run_1/met2.png
Scale: 3 px per um.
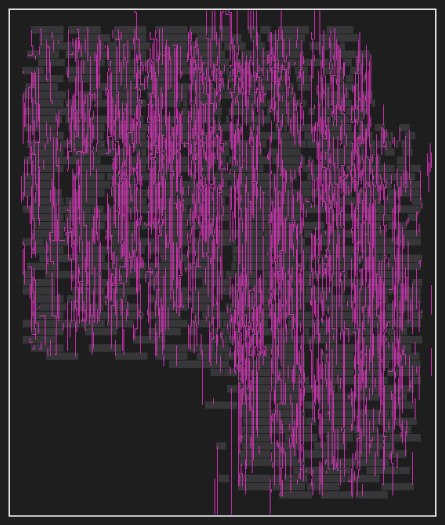
run_1/wire_density.png
Scale: 2 px per um. The die is cut into 28 by 34 equal tiles; dark blue is low, red is high, scaled to the fullest tile. Values are wire area over tile area, all layers added.
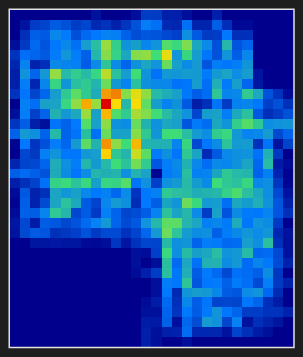
run_1/pins.png
Scale: 3 px per um. Pins as bars across the die edge, other pins in gray.
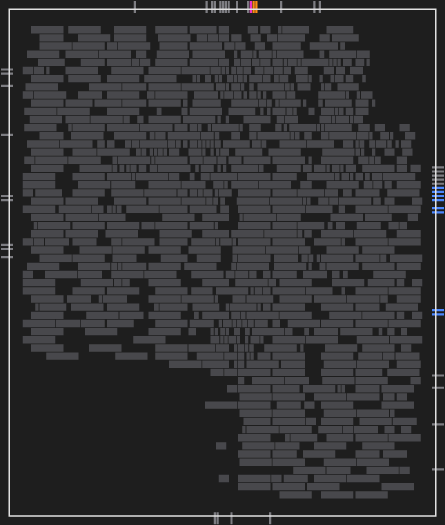
run_1/met3.png
Scale: 3 px per um.
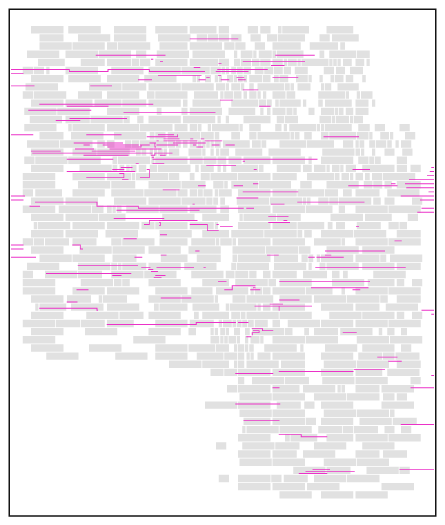
[config.mk]
export PLATFORM = sky130hd
export DESIGN_NAME = host_mailbox
export DESIGN_NICKNAME = d
export VERILOG_FILES = /design/src/rtl/host_mailbox_pkg.sv /design/src/rtl/host_mailbox_fifo.sv /design/src/rtl/host_mailbox.sv
export SDC_FILE = /design/constraint.sdc
export NUM_CORES = 1
export LEC_CHECK = 0
export CAP_MARGIN = 20
export CORE_ASPECT_RATIO = 1.2
export CORE_MARGIN = 4
export CORE_UTILIZATION = 57
export CTS_CLUSTER_DIAMETER = 50
export DETAILED_ROUTE_END_ITERATION = 6
export GPL_TIMING_DRIVEN = 0
export PLACE_DENSITY = 0.84
export SKIP_CTS_REPAIR_TIMING = 1
export SYNTH_ARGS = -nofsm -noshare
export SYNTH_HDL_FRONTEND = slang
export SYNTH_SLANG_ARGS = --single-unit
[constraint.sdc]
create_clock -name clock_cpu -period 5.2 [get_ports clock_cpu]
set_clock_uncertainty 0.05 [all_clocks]
set_input_delay 1.04 -clock clock_cpu [delete_from_list [all_inputs] [get_ports clock_cpu]]
set_output_delay 1.04 -clock clock_cpu [all_outputs]
set_load 0.02 [all_outputs]
[src/rtl/host_mailbox_pkg.sv]
// Shared definitions for the host/coprocessor byte mailbox: register offsets,
// STATUS/CTRL bit positions and the STATUS byte builder used by both sides.
package host_mailbox_pkg;

  localparam int MBX_DW = 8;

  typedef enum logic [1:0] {
    MBX_DATA   = 2'd0,
    MBX_STATUS = 2'd1,
    MBX_CTRL   = 2'd2,
    MBX_COUNT  = 2'd3
  } mbx_reg_e;

  localparam int ST_RX_NONEMPTY  = 0;
  localparam int ST_TX_FULL      = 1;
  localparam int ST_RX_UNDERFLOW = 2;
  localparam int ST_TX_OVERFLOW  = 3;
  localparam int ST_IRQ_EN       = 7;

  localparam int CTRL_FLUSH  = 0;
  localparam int CTRL_IRQ_EN = 1;

  // address_cpu[7:2] value that selects the mailbox inside the I/O2 page
  localparam logic [5:0] HOST_WINDOW_BASE = 6'b111110;

  function automatic logic [MBX_DW-1:0] mbx_status(input logic rxNonEmpty,
                                                   input logic txFull,
                                                   input logic rxUf,
                                                   input logic txOvf,
                                                   input logic irqEn);
    logic [MBX_DW-1:0] s;
    s                  = '0;
    s[ST_RX_NONEMPTY]  = rxNonEmpty;
    s[ST_TX_FULL]      = txFull;
    s[ST_RX_UNDERFLOW] = rxUf;
    s[ST_TX_OVERFLOW]  = txOvf;
    s[ST_IRQ_EN]       = irqEn;
    return s;
  endfunction

endpackage

[src/rtl/host_mailbox_fifo.sv]
// Byte FIFO with occupancy counter; a pop frees a slot for a push on a full
// FIFO at the same edge, and flush overrides both without touching storage.
module sync_fifo
  import host_mailbox_pkg::*;
#(
  parameter int DEPTH = 16,
  parameter int CW    = $clog2(DEPTH) + 1
) (
  input  logic              clk_i,
  input  logic              rst_ni,
  input  logic              push_i,
  input  logic              pop_i,
  input  logic              flush_i,
  input  logic [MBX_DW-1:0] din_i,
  output logic [MBX_DW-1:0] dout_o,
  output logic [CW-1:0]     count_o,
  output logic              full_o,
  output logic              empty_o,
  output logic              push_ok_o,
  output logic              pop_ok_o
);

  localparam int PW = $clog2(DEPTH);

  logic [PW-1:0]     wrPtr_q, wrPtr_d, rdPtr_q, rdPtr_d;
  logic [CW-1:0]     count_q, count_d;
  logic [MBX_DW-1:0] mem_q [DEPTH];

  assign empty_o   = (count_q == '0);
  assign full_o    = (count_q == CW'(DEPTH));
  assign pop_ok_o  = pop_i & ~empty_o;
  assign push_ok_o = push_i & (~full_o | pop_ok_o);
  assign dout_o    = mem_q[rdPtr_q];
  assign count_o   = count_q;

  always_comb begin
    wrPtr_d = wrPtr_q;
    rdPtr_d = rdPtr_q;
    count_d = count_q;
    if (flush_i) begin
      wrPtr_d = '0;
      rdPtr_d = '0;
      count_d = '0;
    end else begin
      if (push_ok_o) wrPtr_d = wrPtr_q + PW'(1);
      if (pop_ok_o)  rdPtr_d = rdPtr_q + PW'(1);
      count_d = count_q + CW'(push_ok_o) - CW'(pop_ok_o);
    end
  end

  always_ff @(posedge clk_i or negedge rst_ni) begin
    if (!rst_ni) begin
      wrPtr_q <= '0;
      rdPtr_q <= '0;
      count_q <= '0;
    end else begin
      wrPtr_q <= wrPtr_d;
      rdPtr_q <= rdPtr_d;
      count_q <= count_d;
    end
  end

  always_ff @(posedge clk_i) begin
    if (push_ok_o && !flush_i) mem_q[wrPtr_q] <= din_i;
  end

endmodule

[src/rtl/host_mailbox.sv]
// Bidirectional host/coprocessor mailbox: two FIFOs, per-side register decode,
// sticky error flags and registered active-low interrupts.
module host_mailbox
  import host_mailbox_pkg::*;
#(
  parameter int DEPTH = 16,
  parameter int CW    = $clog2(DEPTH) + 1
) (
  input  logic       clock_cpu,
  input  logic       _reset_cpu,
  input  logic       host_sel,
  input  logic [1:0] host_addr,
  input  logic       host_r_w,
  input  logic [7:0] host_data_in,
  output logic [7:0] host_data_out,
  output logic       host_data_oe,
  input  logic       cocpu_sel,
  input  logic [1:0] cocpu_addr,
  input  logic       cocpu_r_w,
  input  logic [7:0] cocpu_data_in,
  output logic [7:0] cocpu_data_out,
  output logic       cocpu_data_oe,
  output logic       _irq_cocpu,
  output logic       _irq_host
);

  logic hostDataRd, hostDataWr, hostStatusRd, hostCtrlWr;
  logic cocpuDataRd, cocpuDataWr, cocpuStatusRd, cocpuCtrlWr;
  logic flush;

  logic [7:0]    h2cDout, c2hDout;
  logic [CW-1:0] h2cCount, c2hCount, h2cCountNext, c2hCountNext;
  logic          h2cFull, h2cEmpty, h2cPushOk, h2cPopOk;
  logic          c2hFull, c2hEmpty, c2hPushOk, c2hPopOk;

  logic hostUf_q, hostUf_d, hostOvf_q, hostOvf_d;
  logic cocpuUf_q, cocpuUf_d, cocpuOvf_q, cocpuOvf_d;
  logic hostIrqEn_q, hostIrqEn_d, cocpuIrqEn_q, cocpuIrqEn_d;
  logic irqHost_q, irqHost_d, irqCocpu_q, irqCocpu_d;

  assign hostDataRd    = host_sel & host_r_w & (host_addr == MBX_DATA);
  assign hostDataWr    = host_sel & ~host_r_w & (host_addr == MBX_DATA);
  assign hostStatusRd  = host_sel & host_r_w & (host_addr == MBX_STATUS);
  assign hostCtrlWr    = host_sel & ~host_r_w & (host_addr == MBX_CTRL);
  assign cocpuDataRd   = cocpu_sel & cocpu_r_w & (cocpu_addr == MBX_DATA);
  assign cocpuDataWr   = cocpu_sel & ~cocpu_r_w & (cocpu_addr == MBX_DATA);
  assign cocpuStatusRd = cocpu_sel & cocpu_r_w & (cocpu_addr == MBX_STATUS);
  assign cocpuCtrlWr   = cocpu_sel & ~cocpu_r_w & (cocpu_addr == MBX_CTRL);

  assign flush = (hostCtrlWr & host_data_in[CTRL_FLUSH]) |
                 (cocpuCtrlWr & cocpu_data_in[CTRL_FLUSH]);

  assign host_data_oe  = host_sel & host_r_w;
  assign cocpu_data_oe = cocpu_sel & cocpu_r_w;
  assign _irq_host     = irqHost_q;
  assign _irq_cocpu    = irqCocpu_q;

  sync_fifo #(.DEPTH(DEPTH), .CW(CW)) u_h2c (
    .clk_i(clock_cpu), .rst_ni(_reset_cpu),
    .push_i(hostDataWr), .pop_i(cocpuDataRd), .flush_i(flush), .din_i(host_data_in),
    .dout_o(h2cDout), .count_o(h2cCount), .full_o(h2cFull), .empty_o(h2cEmpty),
    .push_ok_o(h2cPushOk), .pop_ok_o(h2cPopOk)
  );

  sync_fifo #(.DEPTH(DEPTH), .CW(CW)) u_c2h (
    .clk_i(clock_cpu), .rst_ni(_reset_cpu),
    .push_i(cocpuDataWr), .pop_i(hostDataRd), .flush_i(flush), .din_i(cocpu_data_in),
    .dout_o(c2hDout), .count_o(c2hCount), .full_o(c2hFull), .empty_o(c2hEmpty),
    .push_ok_o(c2hPushOk), .pop_ok_o(c2hPopOk)
  );

  // A new error at the same edge as a STATUS read survives the clear
  always_comb begin
    hostUf_d     = (hostUf_q & ~hostStatusRd) | (hostDataRd & ~c2hPopOk);
    hostOvf_d    = (hostOvf_q & ~hostStatusRd) | (hostDataWr & ~h2cPushOk);
    cocpuUf_d    = (cocpuUf_q & ~cocpuStatusRd) | (cocpuDataRd & ~h2cPopOk);
    cocpuOvf_d   = (cocpuOvf_q & ~cocpuStatusRd) | (cocpuDataWr & ~c2hPushOk);
    hostIrqEn_d  = hostCtrlWr ? host_data_in[CTRL_IRQ_EN] : hostIrqEn_q;
    cocpuIrqEn_d = cocpuCtrlWr ? cocpu_data_in[CTRL_IRQ_EN] : cocpuIrqEn_q;
    h2cCountNext = h2cCount + CW'(h2cPushOk) - CW'(h2cPopOk);
    c2hCountNext = c2hCount + CW'(c2hPushOk) - CW'(c2hPopOk);
    if (flush) begin
      hostUf_d     = 1'b0;
      hostOvf_d    = 1'b0;
      cocpuUf_d    = 1'b0;
      cocpuOvf_d   = 1'b0;
      h2cCountNext = '0;
      c2hCountNext = '0;
    end
    irqCocpu_d = ~(cocpuIrqEn_d & (h2cCountNext != '0));
    irqHost_d  = ~(hostIrqEn_d & (c2hCountNext != '0));
  end

  always_ff @(posedge clock_cpu or negedge _reset_cpu) begin
    if (!_reset_cpu) begin
      hostUf_q     <= 1'b0;
      hostOvf_q    <= 1'b0;
      cocpuUf_q    <= 1'b0;
      cocpuOvf_q   <= 1'b0;
      hostIrqEn_q  <= 1'b0;
      cocpuIrqEn_q <= 1'b0;
      irqHost_q    <= 1'b1;
      irqCocpu_q   <= 1'b1;
    end else begin
      hostUf_q     <= hostUf_d;
      hostOvf_q    <= hostOvf_d;
      cocpuUf_q    <= cocpuUf_d;
      cocpuOvf_q   <= cocpuOvf_d;
      hostIrqEn_q  <= hostIrqEn_d;
      cocpuIrqEn_q <= cocpuIrqEn_d;
      irqHost_q    <= irqHost_d;
      irqCocpu_q   <= irqCocpu_d;
    end
  end

  always_comb begin
    host_data_out = '0;
    case (host_addr)
      MBX_DATA:   host_data_out = c2hEmpty ? 8'h00 : c2hDout;
      MBX_STATUS: host_data_out = mbx_status(~c2hEmpty, h2cFull, hostUf_q, hostOvf_q, hostIrqEn_q);
      MBX_CTRL:   host_data_out[CTRL_IRQ_EN] = hostIrqEn_q;
      MBX_COUNT:  host_data_out = 8'(c2hCount);
      default:    host_data_out = '0;
    endcase
  end

  always_comb begin
    cocpu_data_out = '0;
    case (cocpu_addr)
      MBX_DATA:   cocpu_data_out = h2cEmpty ? 8'h00 : h2cDout;
      MBX_STATUS: cocpu_data_out = mbx_status(~h2cEmpty, c2hFull, cocpuUf_q, cocpuOvf_q, cocpuIrqEn_q);
      MBX_CTRL:   cocpu_data_out[CTRL_IRQ_EN] = cocpuIrqEn_q;
      MBX_COUNT:  cocpu_data_out = 8'(h2cCount);
      default:    cocpu_data_out = '0;
    endcase
  end

endmodule

==> impl_metrics.py, run 1 <==
# Flow results
metrics = {
    "global_route": {
        "grt_most_used_layer": "met2",
    },
    "layout": {
        "buf_share_pct": 5.55,
        "flop_area_mm2": 0.00854,
        "comb_area_mm2": 0.00342,
        "inverters": 32,
        "num-nets-final": 820,
    },
    "logic_synthesis": {
        "async_reset_ff_share_pct": 11.7,
        "syn_avg_cell_area_um2": 18.0,
        "most_common_cell": "edfxtp_1",
        "synthTopCellsByArea": "edfxtp_1, mux4_2, dfrtp_1",
    },
    "placement": {
        "place_ws_ps": 727,
        "gp_congestion": 0.823,
    },
    "clock_tree": {
        "cts.sinks": 290,
        "path_clk_slew_ps": 60,
    },
    "min_path": {
        "hold_path_depth": 2,
    },
    "routing": {
        "viasPerCell": 6.21,
        "first_iter_violations": 596,
    },
    "outcome": {
        "status": "finished clean",
    },
    "power": {
        "p_sw_mw": 1.85,
    },
    "timing": {
        "finalSetupViolCount": 0,
        "fin_ws_ps": 689,
    },
    "critical_path": {
        "crit_path_max_incr_delay_ps": 600,
        "rr_worst_depth": 14,
    },
}
Back to the opening pictures, met2.png:
main direction: vertical
share of all routed wire: 54%
longest straight run: 63.6 um
via count: 6580
drt total wl: 26400 um
met2 Track Usage GR: 40.1%

Back to the opening pictures, wire_density.png:
emptiest ninth of the die: lower left
nearly empty tiles: 22%
tiles over half the peak: 5.8%
mean over tiles: 0.18

Back to the opening pictures, pins.png:
legend:
  magenta:
    port: cocpu_sel
    pins: 1
    direction: input
    edge: top
  blue:
    port: host_data_out
    pins: 8
    direction: output
    edge: right
  orange:
    port: cocpu_addr
    pins: 2
    direction: input
    edge: top
all pins by edge: 17 right, 16 top, 9 left, 4 bottom

Back to the opening pictures, met3.png:
longest straight run: 54.7 um
wire length on this layer: 1630 um
main direction: horizontal
nets with wire on the layer: 125
met3 usage: 3.32%

run 1: sequential cells by signal, indices dropped and copies added (netlist names):
name,count
u_c2h.mem_q,128
u_h2c.mem_q,128
u_c2h.count_o,5
u_h2c.count_o,5
u_c2h.rdPtr_q,4
u_c2h.wrPtr_q,4
u_h2c.rdPtr_q,4
u_h2c.wrPtr_q,4
_irq_cocpu,1
_irq_host,1
cocpuIrqEn_q,1
cocpuOvf_q,1
cocpuUf_q,1
hostIrqEn_q,1
hostOvf_q,1
hostUf_q,1
run 1: logic make-up (layout without fill, tap and decap cells):
logic type,Yosys count,in the layout,synth area share (%)
buffers and inverters,69,179,2.71
DFF,290,290,69.9
xor gates and xnor gates,20,20,1.43
AOI/OAI and AO/OA,52,52,3.09
and+or+nand+nor,133,133,5.59
muxes,91,91,14.7
adders and majority gates,24,24,2.58
run_1/final_congestion.png
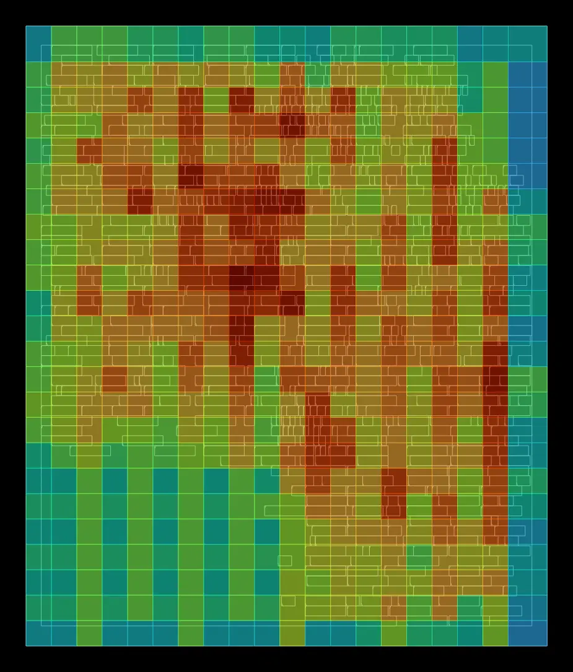

## Run 2: what changed since run 1
GPL_TIMING_DRIVEN = default   (was 0)
run_2/final_congestion.png
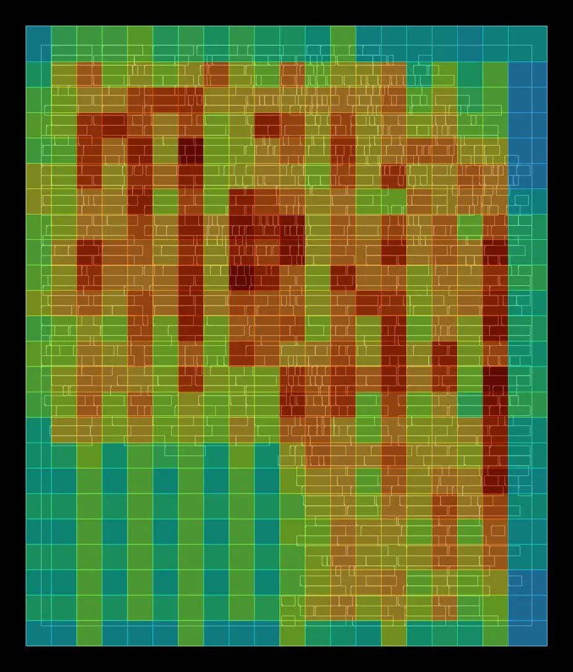
grt peak-use layer: met2
met1 GRT Util: 27.8%

run_2/pins.png
Scale: 3 px per um. Pins as bars across the die edge, other pins in gray.
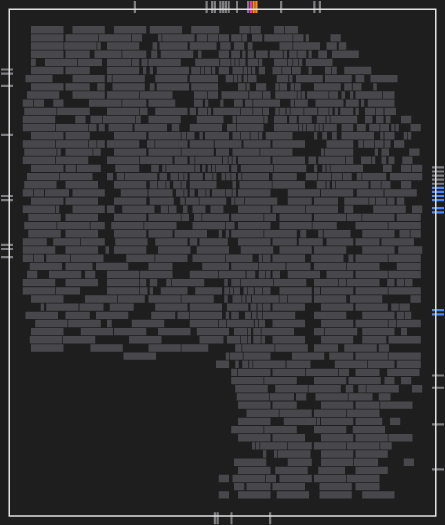
legend:
  magenta:
    port: cocpu_sel
    pins: 1
    direction: input
    edge: top
  blue:
    port: host_data_out
    pins: 8
    direction: output
    edge: right
  orange:
    port: cocpu_addr
    pins: 2
    direction: input
    edge: top

==> run 2 against run 1 <==
  * Register-to-register slack better by 260 ps
  * Utilization is 0.27 points lower
  * Sequential cell count stayed put
  * Non-clock buffer count is 17 lower
  * Design area is 0.40% lower
  * Worst hold slack worse by 19 ps
  * Critical endpoint is now host_data_out[4]
  * Largest power group unchanged
  * Maximum frequency is 2.0% lower
  * Clock-buffer cell count is 7 higher
==> impl_metrics.py, run 2 <==
# Flow results
metrics = {
    "layout": {
        "num-nets-final": 803,
        "reg_top3": "u_c2h.mem_q: 128 flops, u_h2c.mem_q: 128 flops",
        "comb_area_mm2": 0.00338,
    },
    "min_path": {
        "hold_path_depth": 2,
    },
    "logic_synthesis": {
        "xor_share_pct": 1.43,
        "syn_avg_cell_area_um2": 18.0,
        "mux_share_pct": 14.7,
        "numSynthFlops": 290,
        "async_reset_ff_share_pct": 11.7,
        "most_common_cell": "edfxtp_1",
        "aoi_share_pct": 3.09,
        "fa_ha_area_share_pct": 2.58,
    },
    "clock_tree": {
        "cts.sinks": 290,
        "path_clk_slew_ps": 60,
    },
    "critical_path": {
        "critPathSlowestCell": "dfrtp_2",
        "reg2reg_to": "_irq_host",
        "worstSetupEndpointType": "output port",
        "crit_path_max_incr_delay_ps": 910,
    },
    "routing": {
        "viasPerCell": 6.27,
        "first_iter_violations": 542,
        "wl_um": 26100,
        "antenna_left": 0,
        "vias": 6541,
    },
    "outcome": {
        "status": "finished clean",
    },
    "timing": {
        "finalSetupViolCount": 0,
        "fin_ws_ps": 597,
    },
    "placement": {
        "place_ws_ps": 922,
        "gp_congestion": 0.841,
    },
    "power": {
        "p_sw_mw": 1.86,
    },
}
==> run 2: cell counts after synthesis <==
No cell type changed its count.
==> run 2: cell families (layout without fill, tap and decap cells) <==
group           count (synthesis)  in the layout
compound gates                 52             52
xor+xnor                       20             20
fa+ha+maj                      24             24
buf+inv                        69            163
flops                         290            290
mux                            91             91
simple gates                  133            133
==> run 2: area by class of cell <==
cell class                 instances  share of cell area (%)
clock buffer                      36                    5.21
clock inverter                    13                    1.18
inverter                          32                   0.858
multi-input combinational        320                    24.1
sequential                       290                    61.0
tap                              270                    2.41
timing repair buffer              82                    5.20
==> run 2: layer usage <==
layer  GRT usage, %  up-vias  wire (um)
li1               -     2840          -
met1           27.8     3357       9310
met2           39.5      280      14100
met3           3.01       64       1510
met4           10.4        0       1250
met5              0        -          0
run_2/met2.png
Scale: 3 px per um.
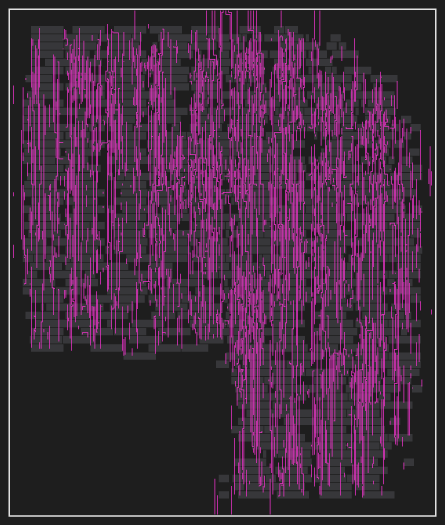

## Run 3: what changed since run 2
CTS_CLUSTER_DIAMETER = default   (was 50)
run_3/met2.png
Scale: 3 px per um.
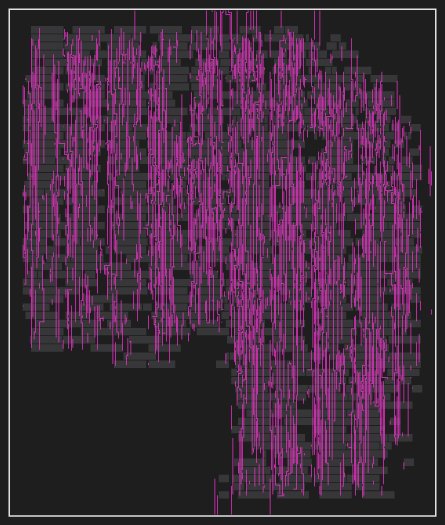
wire length on this layer: 14300 um
main direction: vertical
met2 Track Usage GR: 40.5%
via count: 6597
drt total wl: 26400 um

run_3/pins.png
Scale: 3 px per um. Pins as bars across the die edge, other pins in gray.
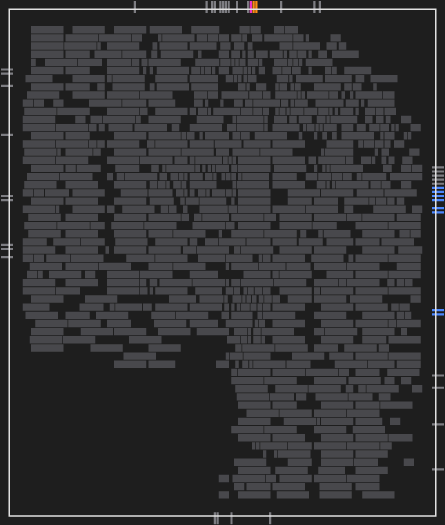
legend:
  magenta:
    port: cocpu_sel
    pins: 1
    direction: input
    edge: top
  orange:
    port: cocpu_addr
    pins: 2
    direction: input
    edge: top
  blue:
    port: host_data_out
    pins: 8
    direction: output
    edge: right
all pins by edge: 17 right, 16 top, 9 left, 4 bottom

==> run 3 against run 2 <==
  * Clock-buffer cell count decreased by 1
  * Die area is the same
  * Total power rose by 0.73%
  * Register-to-register slack lost 40 ps
  * Clock power increased by 3%
  * Utilization is 0.11 points higher
  * Synthesized area unchanged
  * Critical path depth decreased by 1
  * Critical endpoint is now cocpu_data_out[3]
  * Largest cell class unchanged
  * Highest routed layer unchanged
==> impl_metrics.py, run 3 <==
# Flow results
metrics = {
    "critical_path": {
        "critPathSlowestCell": "dfrtp_2",
        "reg2reg_to": "_irq_host",
    },
    "routing": {
        "maxUsedRoutingLayer": "met4",
        "viasPerCell": 6.33,
        "route.met3.wl_um": 1620,
        "met2_wirelength_um": 14300,
        "antenna_left": 0,
    },
    "logic_synthesis": {
        "syn_avg_cell_area_um2": 18.0,
    },
    "layout": {
        "num-nets-final": 803,
        "sh_seq_area_pct": 60.9,
        "num-clock-buffers": 35,
        "comb_area_share_pct": 24.1,
        "dominant_cells": "flip-flops and latches",
        "buf_share_pct": 5.19,
        "flop_area_mm2": 0.00854,
        "comb_area_mm2": 0.00338,
    },
    "min_path": {
        "hold_path_depth": 2,
    },
    "die": {
        "tap_cells": 270,
    },
    "timing": {
        "finalSetupViolCount": 0,
        "fin_ws_ps": 613,
    },
    "global_route": {
        "grt_util_met1_pct": 27.8,
    },
    "outcome": {
        "status": "finished clean",
    },
}
==> run 3: report_power, final <==
part | total [mW] | internal [mW] | leakage, nW | switching [mW]
clock network | 2.02 | 1.19 | 0.446 | 0.827
logic | 1.59 | 0.832 | 1.56 | 0.762
registers | 2.92 | 2.65 | 2.73 | 0.274
total | 6.53 | 4.67 | 4.74 | 1.86
==> run 3: cell families (layout without fill, tap and decap cells) <==
kind of cell	Yosys count	after routing	synth area share, %
DFF	290	290	69.9
and+or+nand+nor	133	133	5.59
muxes	91	91	14.7
buffers and inverters	69	163	2.71
AOI/OAI and AO/OA	52	52	3.09
adders and majority gates	24	24	2.58
xor gates and xnor gates	20	20	1.43
Power figures rest on the tool's default switching activity, not on a simulated workload.
